<file path="config.mk">
export PLATFORM = sky130hd
export DESIGN_NAME = adc_mux
export DESIGN_NICKNAME = d
export VERILOG_FILES = /design/src/rtl/adc_mux_pkg.sv /design/src/rtl/adc_mux_rr_arbiter.sv /design/src/rtl/adc_mux.sv
export SDC_FILE = /design/constraint.sdc
export NUM_CORES = 1
export LEC_CHECK = 0
export ABC_CLOCK_PERIOD_IN_PS = 3400
export CELL_PAD_IN_SITES_DETAIL_PLACEMENT = 1
export CELL_PAD_IN_SITES_GLOBAL_PLACEMENT = 2
export CORE_MARGIN = 1
export CORE_UTILIZATION = 21
export DETAILED_ROUTE_END_ITERATION = 10
export GPL_ROUTABILITY_DRIVEN = 0
export HOLD_SLACK_MARGIN = 0.1
export PLACE_DENSITY = 0.77
export SYNTH_ARGS = -nofsm -noshare
export SYNTH_HDL_FRONTEND = slang
export SYNTH_HIERARCHICAL = 1
export SYNTH_SLANG_ARGS = --single-unit
</file>
<file path="constraint.sdc">
create_clock -name sck -period 3.4 [get_ports sck]
set_input_delay 0.68 -clock sck [delete_from_list [all_inputs] [get_ports sck]]
set_output_delay 0.68 -clock sck [all_outputs]
set_load 0.01 [all_outputs]
</file>
<file path="src/rtl/adc_mux_pkg.sv">
// Shared constants, FSM state type and sample justification helper for adc_mux.
package adc_mux_pkg;

    localparam int SAMPLE_W = 32;
    localparam int ADC_BITS = 24;

    typedef enum logic {
        IDLE = 1'b0,
        RUN  = 1'b1
    } state_t;

    // Receivers deliver 24-bit samples MSB-aligned; optionally right-justify with sign.
    function automatic logic [SAMPLE_W-1:0] justify(input logic [SAMPLE_W-1:0] d,
                                                     input logic               en);
        if (en)
            return {{(SAMPLE_W-ADC_BITS){d[SAMPLE_W-1]}}, d[SAMPLE_W-1 -: ADC_BITS]};
        else
            return d;
    endfunction

endpackage

</file>
<file path="src/rtl/adc_mux_rr_arbiter.sv">
// Combinational round-robin picker: first requester at or above ptr, wrapping.
module rr_arbiter #(
    parameter int NUM_CH = 4,
    parameter int CH_W   = $clog2(NUM_CH)
) (
    input  logic [NUM_CH-1:0] req,
    input  logic [CH_W-1:0]   ptr,
    output logic [NUM_CH-1:0] gnt_onehot,
    output logic [CH_W-1:0]   gnt_idx,
    output logic              any
);

    // Scan offsets from farthest to nearest so the nearest request overwrites last.
    always_comb begin
        logic [CH_W-1:0] idx;
        gnt_onehot = '0;
        gnt_idx    = '0;
        any        = 1'b0;
        idx        = '0;
        for (int i = NUM_CH - 1; i >= 0; i--) begin
            idx = CH_W'((int'(ptr) + i) % NUM_CH);
            if (req[idx]) begin
                gnt_onehot      = '0;
                gnt_onehot[idx] = 1'b1;
                gnt_idx         = idx;
                any             = 1'b1;
            end
        end
    end

endmodule

</file>
<file path="src/rtl/adc_mux.sv">
// Round-robin collector of per-channel ADC samples onto one tagged valid/ready stream.
module adc_mux
    import adc_mux_pkg::*;
#(
    parameter int NUM_CH  = 4,
    parameter int CH_W    = $clog2(NUM_CH),
    parameter int JUSTIFY = 0
) (
    input  logic                         sck,
    input  logic                         rst,
    input  logic                         start,
    input  logic [NUM_CH-1:0]            adc_valid,
    input  logic [NUM_CH*SAMPLE_W-1:0]   adc_data,
    output logic [NUM_CH-1:0]            adc_ack,
    output logic [SAMPLE_W-1:0]          m_data,
    output logic [CH_W-1:0]              m_ch,
    output logic                         m_last,
    output logic                         m_valid,
    input  logic                         m_ready
);

    localparam logic [CH_W-1:0] LAST_CH = CH_W'(NUM_CH - 1);

    state_t                state_q, state_d;
    logic [CH_W-1:0]       ptr_q, ptr_d;
    logic [NUM_CH-1:0]     ack_q, ack_d;
    logic [SAMPLE_W-1:0]   m_data_q, m_data_d;
    logic [CH_W-1:0]       m_ch_q, m_ch_d;
    logic                  m_last_q, m_last_d;
    logic                  m_valid_q, m_valid_d;

    logic [SAMPLE_W-1:0]   ch_data [NUM_CH];
    logic [NUM_CH-1:0]     eligible;
    logic [NUM_CH-1:0]     gnt_onehot;
    logic [CH_W-1:0]       gnt_idx;
    logic                  gnt_any;
    logic                  slot_free;
    logic                  grant;

    for (genvar gi = 0; gi < NUM_CH; gi++) begin : g_ch
        assign ch_data[gi] = adc_data[gi*SAMPLE_W +: SAMPLE_W];
    end

    // A channel whose ack is still high is masked: its flag is only cleared on the next edge.
    assign eligible  = adc_valid & ~ack_q;
    assign slot_free = !m_valid_q || m_ready;
    assign grant     = (state_q == RUN) && slot_free && gnt_any;

    rr_arbiter #(
        .NUM_CH (NUM_CH),
        .CH_W   (CH_W)
    ) u_arb (
        .req        (eligible),
        .ptr        (ptr_q),
        .gnt_onehot (gnt_onehot),
        .gnt_idx    (gnt_idx),
        .any        (gnt_any)
    );

    // Next state: leave IDLE on start, then stay in RUN until reset.
    always_comb begin
        state_d = state_q;
        case (state_q)
            IDLE:    if (start) state_d = RUN;
            RUN:     state_d = RUN;
            default: state_d = IDLE;
        endcase
    end

    // Next output slot, ack pulse and round-robin pointer.
    always_comb begin
        ptr_d     = ptr_q;
        ack_d     = '0;
        m_data_d  = m_data_q;
        m_ch_d    = m_ch_q;
        m_last_d  = m_last_q;
        m_valid_d = m_valid_q;
        if (grant) begin
            ptr_d     = (gnt_idx == LAST_CH) ? '0 : gnt_idx + 1'b1;
            ack_d     = gnt_onehot;
            m_data_d  = justify(ch_data[gnt_idx], JUSTIFY != 0);
            m_ch_d    = gnt_idx;
            m_last_d  = (gnt_idx == LAST_CH);
            m_valid_d = 1'b1;
        end else if (m_ready) begin
            m_valid_d = 1'b0;
        end
    end

    // State registers with synchronous reset.
    always_ff @(posedge sck) begin
        if (rst) begin
            state_q   <= IDLE;
            ptr_q     <= '0;
            ack_q     <= '0;
            m_data_q  <= '0;
            m_ch_q    <= '0;
            m_last_q  <= 1'b0;
            m_valid_q <= 1'b0;
        end else begin
            state_q   <= state_d;
            ptr_q     <= ptr_d;
            ack_q     <= ack_d;
            m_data_q  <= m_data_d;
            m_ch_q    <= m_ch_d;
            m_last_q  <= m_last_d;
            m_valid_q <= m_valid_d;
        end
    end

    assign adc_ack = ack_q;
    assign m_data  = m_data_q;
    assign m_ch    = m_ch_q;
    assign m_last  = m_last_q;
    assign m_valid = m_valid_q;

endmodule

</file>
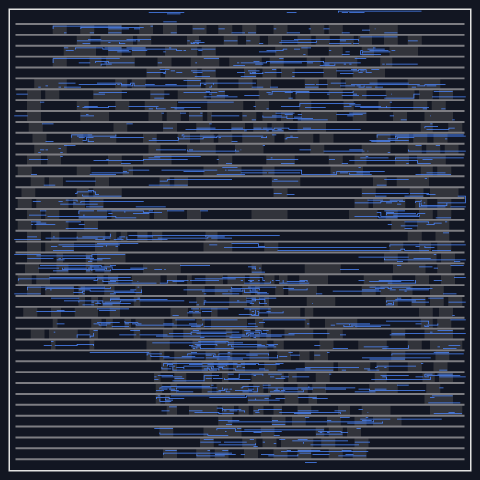
(M1 wires)
Drawn at 4 px/um. Supply wires on this layer in gray. Cells faint in the background.
longest straight run: 40.5 um
main direction: horizontal
wire length on this layer: 4180 um
nets with wire on the layer: 469
Post-Route WL: 10500 um
met1 Track Usage GR: 18.5%
vias: 2677

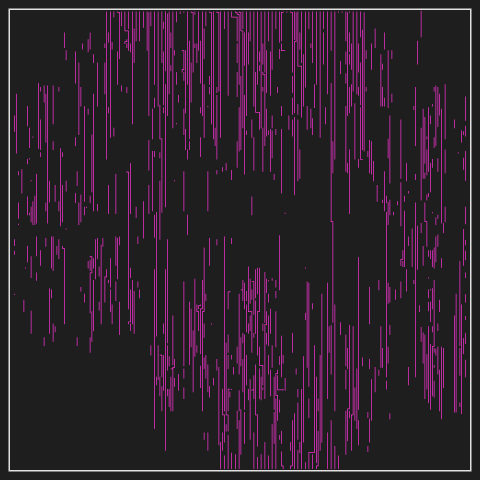
(M2 wires)
Drawn at 4 px/um.
longest straight run: 45.2 um
nets with wire on the layer: 498

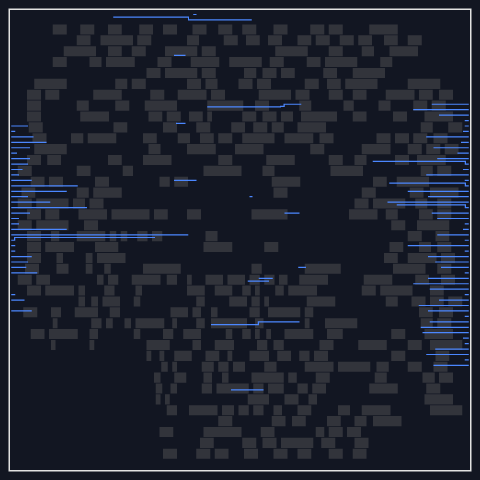
(met3 routing)
Drawn at 4 px/um. Cells faint in the background.
nets with wire on the layer: 87
main direction: horizontal
longest straight run: 43.9 um
wire length on this layer: 721 um
share of all routed wire: 6.9%

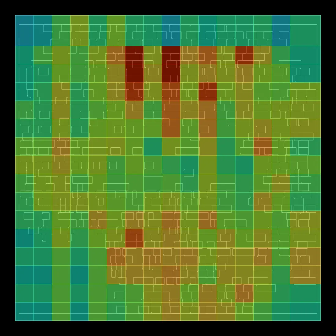
(routing congestion map)
GR Layer Usage met3: 3.85%
Avg WL per Cell: 18.4 um
met2 usage: 28.6%

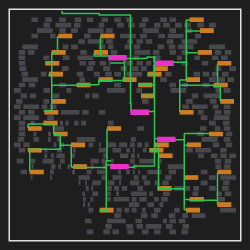
(clock wires, drivers and flops)
Drawn at 2 px/um.
[clock wires] green | length: 760 um
[clock-net drivers] magenta | count: 5
[flip-flops] orange | count: 43
routed clock nets: 6
Clk pwr share: 24.8%
skew final: 5.57 ps
Insertion Delay late pin: 290 ps

==> metrics.cfg <==
[finish]
logic_area_um2 = 1710
layout.nonclk_buf_share_pct = 39.9
final_nets = 545
num-multi-input-gates = 152
seq_area_share_pct = 17.7
diodes = 0
dominant_cells = buffers
finish.utilization_pct = 39.8
flops = 43
fillers = 1383
final_common_cell = clkdlybuf4s50_1
lay_top_cells = clkdlybuf4s50_1 (175), dfxtp_1 (43), a22o_1 (32), mux4_2 (30), buf_4 (18)
n_clock_buffer = 7
area_growth_pct = 81.2
fin_area_um2 = 4860
clkCellAreaFrac_pct = 2.83
drive_gt1_share_pct = 17.2
layoutNonFillerInstCount = 569
sh_comb_area_pct = 35.1

[routing]
top_layer = met4
drtPass1Iterations = 4
vias_per_cell = 4.70
detail-route-antenna-nets = 0
drtIter0Drc = 71

[job]
tool_warnings = 33
drv_cap = 0

[worst_setup_path]
setup.worst_path.end = m_data[7]
crit_required_ps = 3580
ff2ff_path_depth = 11
cpPeakStageDelay_ps = 550
slowest_stage = mux4_2
cp_top_family = multiplexers
worstPathCellList = clkdlybuf4s50_1 -> nor2b_1 -> mux2_4 -> mux2i_4 -> and4_1 -> nor3_2 -> buf_6 -> mux4_2 -> a22o_1
end_kind = register
startpoint_type = input pin
crit_arrival_ps = 3300
reg2reg_slack_ps = 540
startpoint = adc_valid[0]
cp.depth = 9
worst-path-buf-inv = 2

[place]
place_ws_ps = -114
numPlacedInstances = 561
io_buffers = 175
place.detailed.hpwl_um = 8340

[yosys]
ys_chip_area_um2 = 2680
xor_share_pct = 0
enable_flop_cells = 0
aoi_share_pct = 16.9
ys_cells = 216
syn_nets = 361
synthMuxAreaShare_pct = 31.4
ys.flops = 43
synth_warnings = 6
ff_type = dfxtp_1
synth_area_um2 = 2680
yosysSeqAreaShare_pct = 32.1
largest_area_cell = dfxtp_1
synthArstFlopShare_pct = 0
yosys-top-cells-area = dfxtp_1 (32%), mux4_2 (25%), a22o_1 (10%), ha_1 (4.2%), mux4_1 (3.9%)
top_cells_by_count = dfxtp_1 (43), a22o_1 (32), mux4_2 (30)
ys_types = 38

[cts]
tritoncts = done
clkTransAtPathRegs_ps = 60
clock-sinks = 43
htreeDepth = 2
cts_resized = 0
clockRootBuffer = clkbuf_16
cts_buffers = 5
clockBufferDepth = 2

[sta]
worst_slack_ps = 285
setup_violations = 0
relSlewSlack_pct = 45.7
rsz0062_at_grt = false
tns_ps = 0
finalClockPeriodUsage_pct = 91.6
whs_ps = 479
period_minus_slack_ps = 3120
timing.fmax_mhz = 321
max_slew.worst_pin.slew_ps = 812

[floorplan]
fp_util_pct = 22.0
coreArea_um2 = 12200
dieArea_um2 = 13200
taps = 168

[min_path]
hold_depth = 1
hold_end = m_data[7]
min_path_type = reg -> reg

[pwr]
seqPwrFrac_pct = 30.1
p_seq_mw = 0.585
power.internal_mw = 1.36
power.share.switching_pct = 29.7
pwr-share-comb_pct = 45.1
p_leak_nw = 1.77
p_sw_mw = 0.577
power_mw = 1.94
power_density_nw_per_um2 = 399
p_comb_mw = 0.876
power_clock_mw = 0.481

[global_route]
grt_overflow = 0
top_usage_layer = met2
grt_max_degree = 22
grt_pass1_wl_um = 15800
antenna_found_initial = 0

[status]
outcome = completed

Power is estimated from default activity; no workload was simulated.
